===== src/rtl/cube_uart_tx_pkg.sv =====
// Shared definitions for the lightcube UART transmit path: FSM states and bit-time divider.
package cube_uart_tx_pkg;

    typedef enum logic [1:0] {
        ST_IDLE  = 2'd0,
        ST_START = 2'd1,
        ST_DATA  = 2'd2,
        ST_STOP  = 2'd3
    } tx_state_e;

    localparam int unsigned DATA_BITS = 8;

    // Rounded clocks per line bit; the receiver uses the same rounding so both ends agree.
    function automatic int unsigned calc_div(input int unsigned clk_freq, input int unsigned baud);
        return (clk_freq + baud / 2) / baud;
    endfunction

endpackage


===== src/rtl/cube_uart_tx_sync_fifo.sv =====
// Synchronous byte FIFO with wrap-bit pointers and a registered first-word output.
module sync_fifo #(
    parameter int unsigned WIDTH = 8,
    parameter int unsigned DEPTH = 16
) (
    input  logic                       clk,
    input  logic                       reset,
    input  logic                       push,
    input  logic [WIDTH-1:0]           wdata,
    input  logic                       pop,
    output logic [WIDTH-1:0]           rdata,
    output logic                       empty,
    output logic                       ready,
    output logic [$clog2(DEPTH):0]     count
);

    localparam int unsigned AW = $clog2(DEPTH);
    localparam int unsigned PW = AW + 1;

    logic [WIDTH-1:0] mem_q [DEPTH];
    logic [PW-1:0]    wr_ptr_q, wr_ptr_d;
    logic [PW-1:0]    rd_ptr_q, rd_ptr_d;
    logic [PW-1:0]    count_q, count_d;
    logic [PW-1:0]    cur_count;
    logic [WIDTH-1:0] rdata_q, rdata_d;
    logic             ready_q, ready_d;
    logic [AW-1:0]    rd_nxt_idx;
    logic             full, do_push, do_pop;

    assign full       = (wr_ptr_q[AW] != rd_ptr_q[AW]) && (wr_ptr_q[AW-1:0] == rd_ptr_q[AW-1:0]);
    assign empty      = (wr_ptr_q == rd_ptr_q);
    assign do_push    = push && !full;
    assign do_pop     = pop && !empty;
    assign cur_count  = wr_ptr_q - rd_ptr_q;
    assign rd_nxt_idx = rd_ptr_q[AW-1:0] + AW'(1);

    always_comb begin
        wr_ptr_d = wr_ptr_q + PW'(do_push);
        rd_ptr_d = rd_ptr_q + PW'(do_pop);
        count_d  = wr_ptr_d - rd_ptr_d;
        ready_d  = (count_d != PW'(DEPTH));
        rdata_d  = rdata_q;
        // Head word: the incoming byte when it becomes the only entry, else the next stored word.
        if (do_push && (empty || (do_pop && cur_count == PW'(1)))) begin
            rdata_d = wdata;
        end else if (do_pop) begin
            rdata_d = mem_q[rd_nxt_idx];
        end
    end

    always_ff @(posedge clk) begin
        if (reset) begin
            wr_ptr_q <= '0;
            rd_ptr_q <= '0;
            count_q  <= '0;
            rdata_q  <= '0;
            ready_q  <= 1'b0;
        end else begin
            wr_ptr_q <= wr_ptr_d;
            rd_ptr_q <= rd_ptr_d;
            count_q  <= count_d;
            rdata_q  <= rdata_d;
            ready_q  <= ready_d;
        end
    end

    always_ff @(posedge clk) begin
        if (do_push) begin
            mem_q[wr_ptr_q[AW-1:0]] <= wdata;
        end
    end

    assign rdata = rdata_q;
    assign ready = ready_q;
    assign count = count_q;

endmodule


===== src/rtl/cube_uart_tx.sv =====
// 8N1 UART transmitter for the lightcube host link: byte FIFO feeding a serializer FSM.
module cube_uart_tx
    import cube_uart_tx_pkg::*;
#(
    parameter int unsigned CLK_FREQ   = 100_000_000,
    parameter int unsigned BAUD       = 115200,
    parameter int unsigned FIFO_DEPTH = 16
) (
    input  logic                          clk,
    input  logic                          reset,
    input  logic [7:0]                    tx_data,
    input  logic                          tx_valid,
    output logic                          tx_ready,
    output logic                          tx,
    output logic                          busy,
    output logic [$clog2(FIFO_DEPTH):0]   fifo_count
);

    localparam int unsigned DIV    = calc_div(CLK_FREQ, BAUD);
    localparam int unsigned BAUD_W = (DIV > 1) ? $clog2(DIV) : 1;
    localparam int unsigned CW     = $clog2(FIFO_DEPTH) + 1;

    tx_state_e            state_q, state_d;
    logic [BAUD_W-1:0]    baud_q, baud_d;
    logic [2:0]           bit_q, bit_d;
    logic [DATA_BITS-1:0] shift_q, shift_d;
    logic                 tx_q, tx_d;
    logic                 busy_q, busy_d;

    logic                 fifo_push, fifo_pop, fifo_empty, fifo_ready;
    logic [DATA_BITS-1:0] fifo_rdata;
    logic [CW-1:0]        fifo_cnt;
    logic                 bit_end;

    assign fifo_push = tx_valid && fifo_ready;
    assign bit_end   = (baud_q == BAUD_W'(DIV - 1));

    sync_fifo #(
        .WIDTH (DATA_BITS),
        .DEPTH (FIFO_DEPTH)
    ) u_fifo (
        .clk   (clk),
        .reset (reset),
        .push  (fifo_push),
        .wdata (tx_data),
        .pop   (fifo_pop),
        .rdata (fifo_rdata),
        .empty (fifo_empty),
        .ready (fifo_ready),
        .count (fifo_cnt)
    );

    always_comb begin
        state_d  = state_q;
        baud_d   = bit_end ? '0 : baud_q + BAUD_W'(1);
        bit_d    = bit_q;
        shift_d  = shift_q;
        fifo_pop = 1'b0;
        case (state_q)
            ST_IDLE: begin
                baud_d = '0;
                if (!fifo_empty) begin
                    fifo_pop = 1'b1;
                    shift_d  = fifo_rdata;
                    state_d  = ST_START;
                end
            end
            ST_START: begin
                if (bit_end) begin
                    bit_d   = '0;
                    state_d = ST_DATA;
                end
            end
            ST_DATA: begin
                if (bit_end) begin
                    shift_d = shift_q >> 1;
                    bit_d   = bit_q + 3'd1;
                    if (bit_q == 3'd7) begin
                        state_d = ST_STOP;
                    end
                end
            end
            ST_STOP: begin
                // Back-to-back frames: reload straight into the next start bit.
                if (bit_end) begin
                    if (!fifo_empty) begin
                        fifo_pop = 1'b1;
                        shift_d  = fifo_rdata;
                        state_d  = ST_START;
                    end else begin
                        state_d = ST_IDLE;
                    end
                end
            end
            default: begin
                state_d = ST_IDLE;
                baud_d  = '0;
            end
        endcase

        case (state_q)
            ST_START: tx_d = 1'b0;
            ST_DATA:  tx_d = shift_q[0];
            default:  tx_d = 1'b1;
        endcase
        busy_d = (state_q != ST_IDLE) || (fifo_cnt != '0);
    end

    always_ff @(posedge clk) begin
        if (reset) begin
            state_q <= ST_IDLE;
            baud_q  <= '0;
            bit_q   <= '0;
            shift_q <= '0;
            tx_q    <= 1'b1;
            busy_q  <= 1'b0;
        end else begin
            state_q <= state_d;
            baud_q  <= baud_d;
            bit_q   <= bit_d;
            shift_q <= shift_d;
            tx_q    <= tx_d;
            busy_q  <= busy_d;
        end
    end

    assign tx         = tx_q;
    assign busy       = busy_q;
    assign tx_ready   = fifo_ready;
    assign fifo_count = fifo_cnt;

endmodule

===== config.mk =====
export PLATFORM = sky130hd
export DESIGN_NAME = cube_uart_tx
export DESIGN_NICKNAME = d
export VERILOG_FILES = /design/src/rtl/cube_uart_tx_pkg.sv /design/src/rtl/cube_uart_tx_sync_fifo.sv /design/src/rtl/cube_uart_tx.sv
export SDC_FILE = /design/constraint.sdc
export NUM_CORES = 1
export LEC_CHECK = 0
export CAP_MARGIN = 20
export CELL_PAD_IN_SITES_DETAIL_PLACEMENT = 0
export CELL_PAD_IN_SITES_GLOBAL_PLACEMENT = 1
export CORE_ASPECT_RATIO = 0.9
export CORE_MARGIN = 3
export CORE_UTILIZATION = 30
export DETAILED_ROUTE_END_ITERATION = 8
export PLACE_DENSITY_LB_ADDON = 0.25
export REMOVE_ABC_BUFFERS = 1
export SETUP_SLACK_MARGIN = 0.15
export SLEW_MARGIN = 30
export SYNTH_ARGS = -nofsm -noshare
export SYNTH_HDL_FRONTEND = slang
export SYNTH_HIERARCHICAL = 1
export SYNTH_SLANG_ARGS = --single-unit

===== constraint.sdc =====
create_clock -name clk -period 4.59 [get_ports clk]
set_clock_uncertainty 0.15 [all_clocks]
set_input_delay 0.918 -clock clk [delete_from_list [all_inputs] [get_ports clk]]
set_output_delay 0.918 -clock clk [all_outputs]
set_load 0.01 [all_outputs]

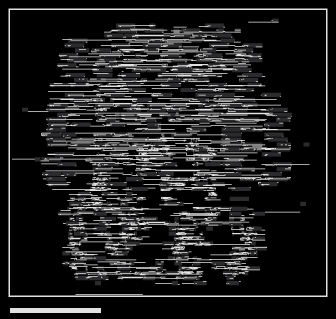
**Above:** metal 1.
Bar = 50 um.
wire length on this layer	7,560 um
longest straight run	45.5 um
share of all routed wire	47%

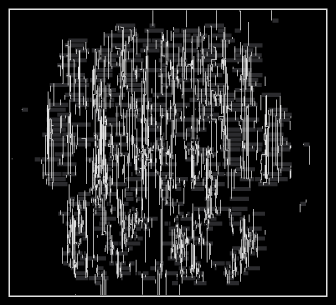
**Above:** met2 routing.
longest straight run	70.4 um
main direction	vertical

==> qor.yml <==
clock_network:
  cts_buffers: 17
  clockBufferDepth: 2
  ctsResizeCount: 0
worst_setup_path:
  endpoint_kind: "flop"
  cp.arrival_ns: 4.14
  cp_cell_sequence: "inv_1 > ha_1 > and4_2 > nand2_1 > inv_1 > nor3_1 > nand2_2 > inv_1 > ha_1 > ha_1 > fa_1 > o21ai_0 > a21oi_1 > xor2_1 > o21ba_2"
  timing.rr.start: "u_fifo/wr_ptr_q[0]"
  worst_setup_path_start_kind: "flop"
  regToRegSetupSlack_ns: 0.62
logic_synthesis:
  ys_top_logic_family: "multiplexers"
  synth.most_common_cell: "edfxtp_1"
  top_cells_by_area: "edfxtp_1, dfxtp_1, mux4_2, ha_1, mux2i_1"
  simple_gate_share: 0.0680
  syn_area_sq_um: 7580
  adder_share: 0.0399
  common_cells: "edfxtp_1, nor2_1, dfxtp_1"
  syn_area_per_cell_sq_um: 15.0
  flop_cell: "edfxtp_1"
  syn_inst: 504
cells_and_area:
  instances_no_fill: 890
  area_growth_pct: 15.9
  antenna_cells: 0
  nNonClkInverters: 27
  nets: 575
  bufAreaShareNonClock: 0.0393
status:
  status: "finished clean"
global_route:
  overflow: 0
  grt_max_degree: 35
  grt_pass1_wl_um: 25300
power_and_ir_drop:
  ir_worst_vdd_v: 0.000157
  leakage_nw: 2.85
  power.group.top: "registers"
  power_switching_mw: 1.03
  p_per_area_nw_per_um2: 440
  p_clk_frac: 0.360
  comb_power_share: 0.163
  p_total_mw: 3.86
timing:
  hold_viol: 0
  rsz0062_at_grt: "false"
  drv_slew: 0
route:
  final_antenna_net_count: 0
  via_count: 4278
  dr.first_iter.drc_count: 259
placement:
  place_inst: 858
  dp_hpwl_um: 10800
  port_buffers: 18
  place_area_sq_um: 8220
hold_path:
  hold_start: "baud_q[0]"
floorplanning:
  dieArea_sq_um: 27200
[metal layers]
layer  routed length (um)  up-vias  GRT usage  part of all wire
li1                     -     2003          -                 -
met1                 7560     2204      0.164              0.47
met2                 7770       54      0.202              0.48
met3                  491       17     0.0281             0.031
met4                  209        0     0.0401             0.013
met5                    0        -          0                 0
[state kept, by name, summed over array words and instances, names as in the netlist, 2 cells and up]
name / cells
shift_q: 8
state_q: 2
bit_q: 3
u_fifo/count: 5
baud_q: 10
u_fifo/mem_q: 128
u_fifo/wr_ptr_q: 5
u_fifo/rd_ptr_q: 5
u_fifo/rdata: 8
[path summary, 6_finish.rpt]
path                  end  depth (start not counted)
max          u_fifo/ready                         15
min reg2reg     baud_q[0]                          1
max reg2reg  u_fifo/ready                         15
min             baud_q[0]                          1
